`src/rtl/sub_byte_arbiter.sv`:
```
// Shares one pipelined SubBytes datapath between NUM_REQ requesters and routes each result back to its owner.
// Define SUB_BYTE_ARB_RR_EN for round-robin arbitration; the default build uses fixed priority (lowest index wins).
module sub_byte_arbiter #(
  parameter int NUM_REQ  = 2,
  parameter int SBOX_LAT = 1,
  parameter int DATA_W   = 128
) (
  input  logic                      clk,
  input  logic                      rst,
  input  logic [NUM_REQ-1:0]        req_valid,
  output logic [NUM_REQ-1:0]        req_ready,
  input  logic [NUM_REQ*DATA_W-1:0] req_data,
  output logic [DATA_W-1:0]         sb_data_in,
  output logic                      sb_valid,
  input  logic [DATA_W-1:0]         sb_sub_mat,
  output logic [NUM_REQ-1:0]        rsp_valid,
  output logic [DATA_W-1:0]         rsp_data,
  output logic                      busy
);

  localparam int IDX_W = (NUM_REQ > 1) ? $clog2(NUM_REQ) : 1;

  // Handshake: a word moves when req_valid[i] & req_ready[i] at a rising edge; req_ready
  // depends only on req_valid (and the pointer), and at most one bit is ever high.
  logic [NUM_REQ-1:0] gnt;
  logic [IDX_W-1:0]   gnt_idx;
  logic               gnt_any;

`ifdef SUB_BYTE_ARB_RR_EN
  logic [IDX_W-1:0] ptr_q;
  logic [IDX_W:0]   cand;

  always_comb begin
    gnt_idx = '0;
    gnt_any = 1'b0;
    cand    = '0;
    for (int k = 0; k < NUM_REQ; k++) begin
      cand = {1'b0, ptr_q} + (IDX_W+1)'(k);
      if (cand >= (IDX_W+1)'(NUM_REQ)) begin
        cand = cand - (IDX_W+1)'(NUM_REQ);
      end
      if (!gnt_any && req_valid[cand[IDX_W-1:0]]) begin
        gnt_any = 1'b1;
        gnt_idx = cand[IDX_W-1:0];
      end
    end
  end

  // The search restarts just past the last winner, so contenders alternate strictly.
  always_ff @(posedge clk or negedge rst) begin
    if (!rst) begin
      ptr_q <= '0;
    end else if (gnt_any) begin
      ptr_q <= (gnt_idx == IDX_W'(NUM_REQ-1)) ? '0 : gnt_idx + 1'b1;
    end
  end
`else
  always_comb begin
    gnt_idx = '0;
    gnt_any = 1'b0;
    for (int k = 0; k < NUM_REQ; k++) begin
      if (!gnt_any && req_valid[k]) begin
        gnt_any = 1'b1;
        gnt_idx = IDX_W'(k);
      end
    end
  end
`endif

  // Ready is forced low while reset is held, even if a requester is presenting.
  always_comb begin
    gnt = '0;
    if (gnt_any && rst) begin
      gnt = NUM_REQ'(1) << gnt_idx;
    end
  end

  assign req_ready = gnt;

  always_ff @(posedge clk or negedge rst) begin
    if (!rst) begin
      sb_data_in <= '0;
      sb_valid   <= 1'b0;
    end else begin
      sb_valid <= |gnt;
      if (|gnt) begin
        sb_data_in <= req_data[gnt_idx*DATA_W +: DATA_W];
      end
    end
  end

  // Stage 0 sits beside the issue register; the S-box result lines up with stage SBOX_LAT.
  logic [NUM_REQ-1:0] tag_q [SBOX_LAT+1];

  always_ff @(posedge clk or negedge rst) begin
    if (!rst) begin
      for (int k = 0; k <= SBOX_LAT; k++) begin
        tag_q[k] <= '0;
      end
    end else begin
      tag_q[0] <= gnt;
      for (int k = 1; k <= SBOX_LAT; k++) begin
        tag_q[k] <= tag_q[k-1];
      end
    end
  end

  assign rsp_valid = tag_q[SBOX_LAT];
  assign rsp_data  = rst ? sb_sub_mat : '0;

  always_comb begin
    busy = sb_valid;
    for (int k = 0; k <= SBOX_LAT; k++) begin
      busy = busy | (|tag_q[k]);
    end
  end

endmodule

```
`config.mk`:
```
export PLATFORM = sky130hd
export DESIGN_NAME = sub_byte_arbiter
export DESIGN_NICKNAME = d
export VERILOG_FILES = /design/src/rtl/sub_byte_arbiter.sv
export SDC_FILE = /design/constraint.sdc
export NUM_CORES = 1
export LEC_CHECK = 0
export ABC_AREA = 1
export CORE_AREA = 5 5 248 250
export CTS_BUF_LIST = sky130_fd_sc_hd__clkbuf_8
export DETAILED_ROUTE_END_ITERATION = 8
export DIE_AREA = 0 0 253 255
export GPL_TIMING_DRIVEN = 0
export PLACE_DENSITY_LB_ADDON = 0.12
export SYNTH_ARGS = -nofsm -noshare
export SYNTH_HDL_FRONTEND = slang
export SYNTH_SLANG_ARGS = --single-unit
```
`constraint.sdc`:
```
create_clock -name clk -period 1.15 [get_ports clk]
set_input_delay 0.23 -clock clk [delete_from_list [all_inputs] [get_ports clk]]
set_output_delay 0.23 -clock clk [all_outputs]
set_load 0.01 [all_outputs]
```
**The metal 1 layer**

Bar = 100 um. Supply wires on this layer in gray.
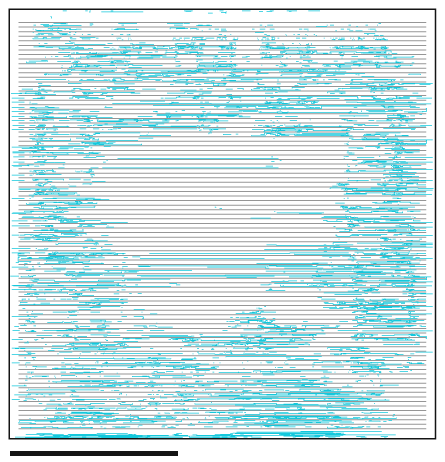
main direction: horizontal
wire length on this layer: 21.8 mm
nets with wire on the layer: 2295
share of all routed wire: 41%
longest straight run: 107 um
GR Util met1: 0.186
WL final: 52600 um
routed via count: 11.1k

**The metal 2 layer**

Cells faint in the background.
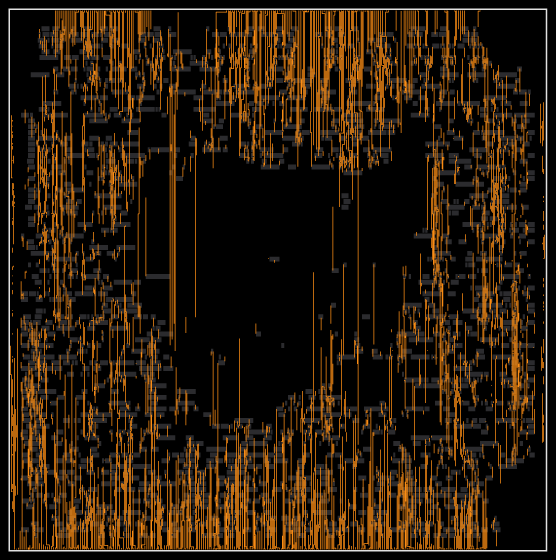
wire length on this layer: 25.8 mm
main direction: vertical
longest straight run: 144 um
nets with wire on the layer: 2051
share of all routed wire: 49%
met2 GRT Util: 0.260

**Signal wires on met3**

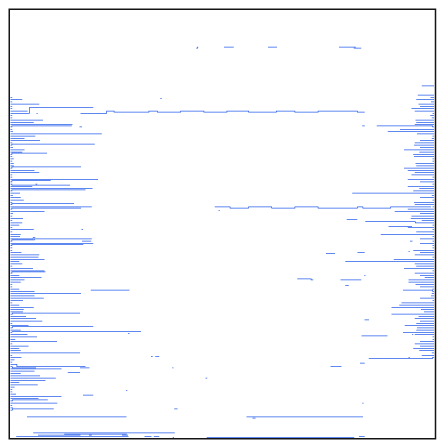
share of all routed wire: 8.0%
nets with wire on the layer: 284
main direction: horizontal
wire length on this layer: 4230 um
longest straight run: 87.6 um
M3 GR Usage: 0.0573

==> CHANGELOG.md <==
### Physical design

- R2R depth: 4
- Cell taking the most area after synthesis: dfrtp_1
- Routed WL per cell: 17.8 um
- DIE WIDTH: 253 um
- Syn_area_per_cell: 6.10 um2
- Hold WC Path Type: input port to flip-flop
- Largest cells by area after synthesis: dfrtp_1 39%, nand2_1 23%, inv_1 17%
- Final TNS setup: -26.38 ns
- First-pass GRT wire length: 73900 um
- Main synth FF type: dfrtp_1
- Comb pwr share: 0.415
- Synthesis-to-layout area growth: 125%
- Flop-to-flop setup slack: 0.30 ns
- Worst Hold Path Cells: 4
- Max IR drop VDD: 0.673 mV
- Drt drc: 0
- Adder-cell share of the synthesized area: 0
- Chip area: 0.0645 mm2
- Register Area: 0.00333 mm2
- Peak per-stage delay on the critical path: 0.39 ns
- Crit path max-delay cell type: dfrtp_1
- Clock group power: 4.44 mW
- Highest Signal Layer: met5
- Basic Gates by Area: 0.384
- P_seq: 5.73 mW
- Pre-CTS setup slack: -1.69 ns
- Clock period minus worst slack: 1.49 ns
- Switching share of power: 0.333
- WHS: 0.162 ns
- Placer Congestion: 0.894
- Share of layout cells above drive strength 1: 0.337
- Crit path to: busy
- CTS clk-pin slew, worst paths: 0.08 ns
- Critical Path RT: 0.92 ns
- WL met3: 4230 um
- TritonRoute pass-1 iters: 4
- Antenna Nets Post-Route: 0
- Final Hold Fails: 0
- CTS root buf: clkbuf_8
- Top Layout Cells: 387 x nand2_1, 351 x clkdlybuf4s50_1, 270 x inv_1
- Final worst setup slack: -0.341 ns
- Flop count: 133
- Synth Cell Area: 0.00844 mm2
- ClkCell Share: 0.0223
- Setup CP Type: flip-flop to output pin
- Yosys top cell area share: 0.394
- PortBufs: 649
- Final Util: 0.323
- Max Clock Freq: 0.671 GHz
- Drt initial violations: 404
- Yosys top cell by instances: nand2_1
- Hpwl dp: 41000 um
- Tightest Pin Transition: 0.797 ns
- Largest net degree at the start of global routing: 42
- Top class by area: buffers
- Most common library cells after synthesis: 515 x nand2_1, 386 x inv_1, 256 x nand3_1
- WL met2: 25800 um
- EDFF count, synth: 0
- Non-Clock Inverter Count: 388
- Io pins: 650
- Mux share: 0
- Xor/xnor share: 0
- FF+latch count, synth: 133
- Comb area: 0.00397 mm2
- Comb pwr: 7.22 mW
- Post-route clock period utilization: 1.30
- Worst path bufs/invs: 1
- Int Pwr: 11.6 mW
- Largest Pwr Group: combinational logic
- Late-Pin Clk Latency: 0.49 ns
- Initial antenna violation count: 9
- HP Start: req_valid[1]
- Final setup violation count: 234
- Clock Sinks: 133
- Crit path from: sb_valid
- Ant diodes: 7
- CTS tree: built
- Core Util at FP: 0.143
- Cell area after layout: 0.0190 mm2
- TAP cells: 773
- Failing checks: setup timing
- Post-synthesis cell count from yosys: 1383
- Psw: 5.78 mW
- Crit Reg-Reg Startpoint: sb_data_in[126]
- Worst-path cell chain: nor3_2 -> nand2_1 -> buf_6
- Hold endpoint: tag_q[3]
- Worst setup EP type: output pin
- Fin cells: 2963
- Vias/cell: 3.75
- WL met1: 21800 um
- Die Y: 255 um
- Logic family by area: simple AND/OR/NAND/NOR gates
- Clk_buf instances: 18
- Share of power burned in the clock network: 0.255
- Worst path depth: 3
- Crit path DAT: 1.26 ns
- Htree depth: 4
- Comb area share: 0.209
- GRT Total Usage: 0.154
- Status: complete, but fails checks
- Synth Seq Share: 0.394
- Number of nets in the layout: 2558
- Setup Skew: 0.000252 ns
- Data buffer area share: 0.464
- Inst Count DP: 2806
- Largest delay share family, worst path: flip-flops
- Fill count: 6437
- Core Area: 0.0588 mm2
- Distinct cells, synth: 12
- Pleak: 10.8 nW
- MaxCap Viol Count: 0
- Site Rows: 89
- Post-synthesis net count: 1771
- Fraction of area in registers: 0.175
- Sequential power share: 0.330
- Slew HR: 0.467
- Pins Over Slew Limit: 0
- Post-synth ARST share: 1.00
- Pwr per Cell Area: 914 mW/mm2
- Crit Reg-Reg Endpoint: sb_data_in[126]
- Placed instance area: 0.0159 mm2
- Most frequent logic cell in the layout: nand2_1
- Total global routing overflow: 0
- Crit path max fanout: 2
- Cts bufs inserted: 17
- RSZ-0062 raised after global routing: yes
- Total power draw: 17.4 mW
- Yosys synthesis chip area: 0.00844 mm2
- Log Warnings: 28
- Vias in the first global route: 11.4k
- Non-CTS buffers: 854
- Clk buf depth: 2
- Multi-In Gates: 776
- Ao+oa area frac: 0
- CP Launch Type: flip-flop
- Post-Synthesis Cells: 1383
- Synth warn: 0
-- sequential cells by signal, indices dropped and copies added (netlist names) --
signal / cells
sb_data_in: 128
sb_valid: 1
rsp_valid: 2
tag_q: 2
-- timing repair --
item                                   in CTS  in global routing
gates cloned                               13                  6
gates resized                            1539                382
endpoints found under the hold margin      62                  0
hold buffers                                9                  0
setup buffers                              60                 39
setup endpoints to repair                 391                323
pin swaps                                   4                 17
-- tightest hold or removal path: stages --
cell and delay (ns):
buf_2 0.13, nand2_2 0.09, clkbuf_8 0.13, nor2_4 0.04
-- routing by layer --
metal  GRT usage  vias to the layer above
met5           0                        -
met4      0.0415                        6
met3      0.0573                       46
met2       0.260                      331
met1       0.186                     5169
li1            -                     5564
Power figures rest on the tool's default switching activity, not on a simulated workload.
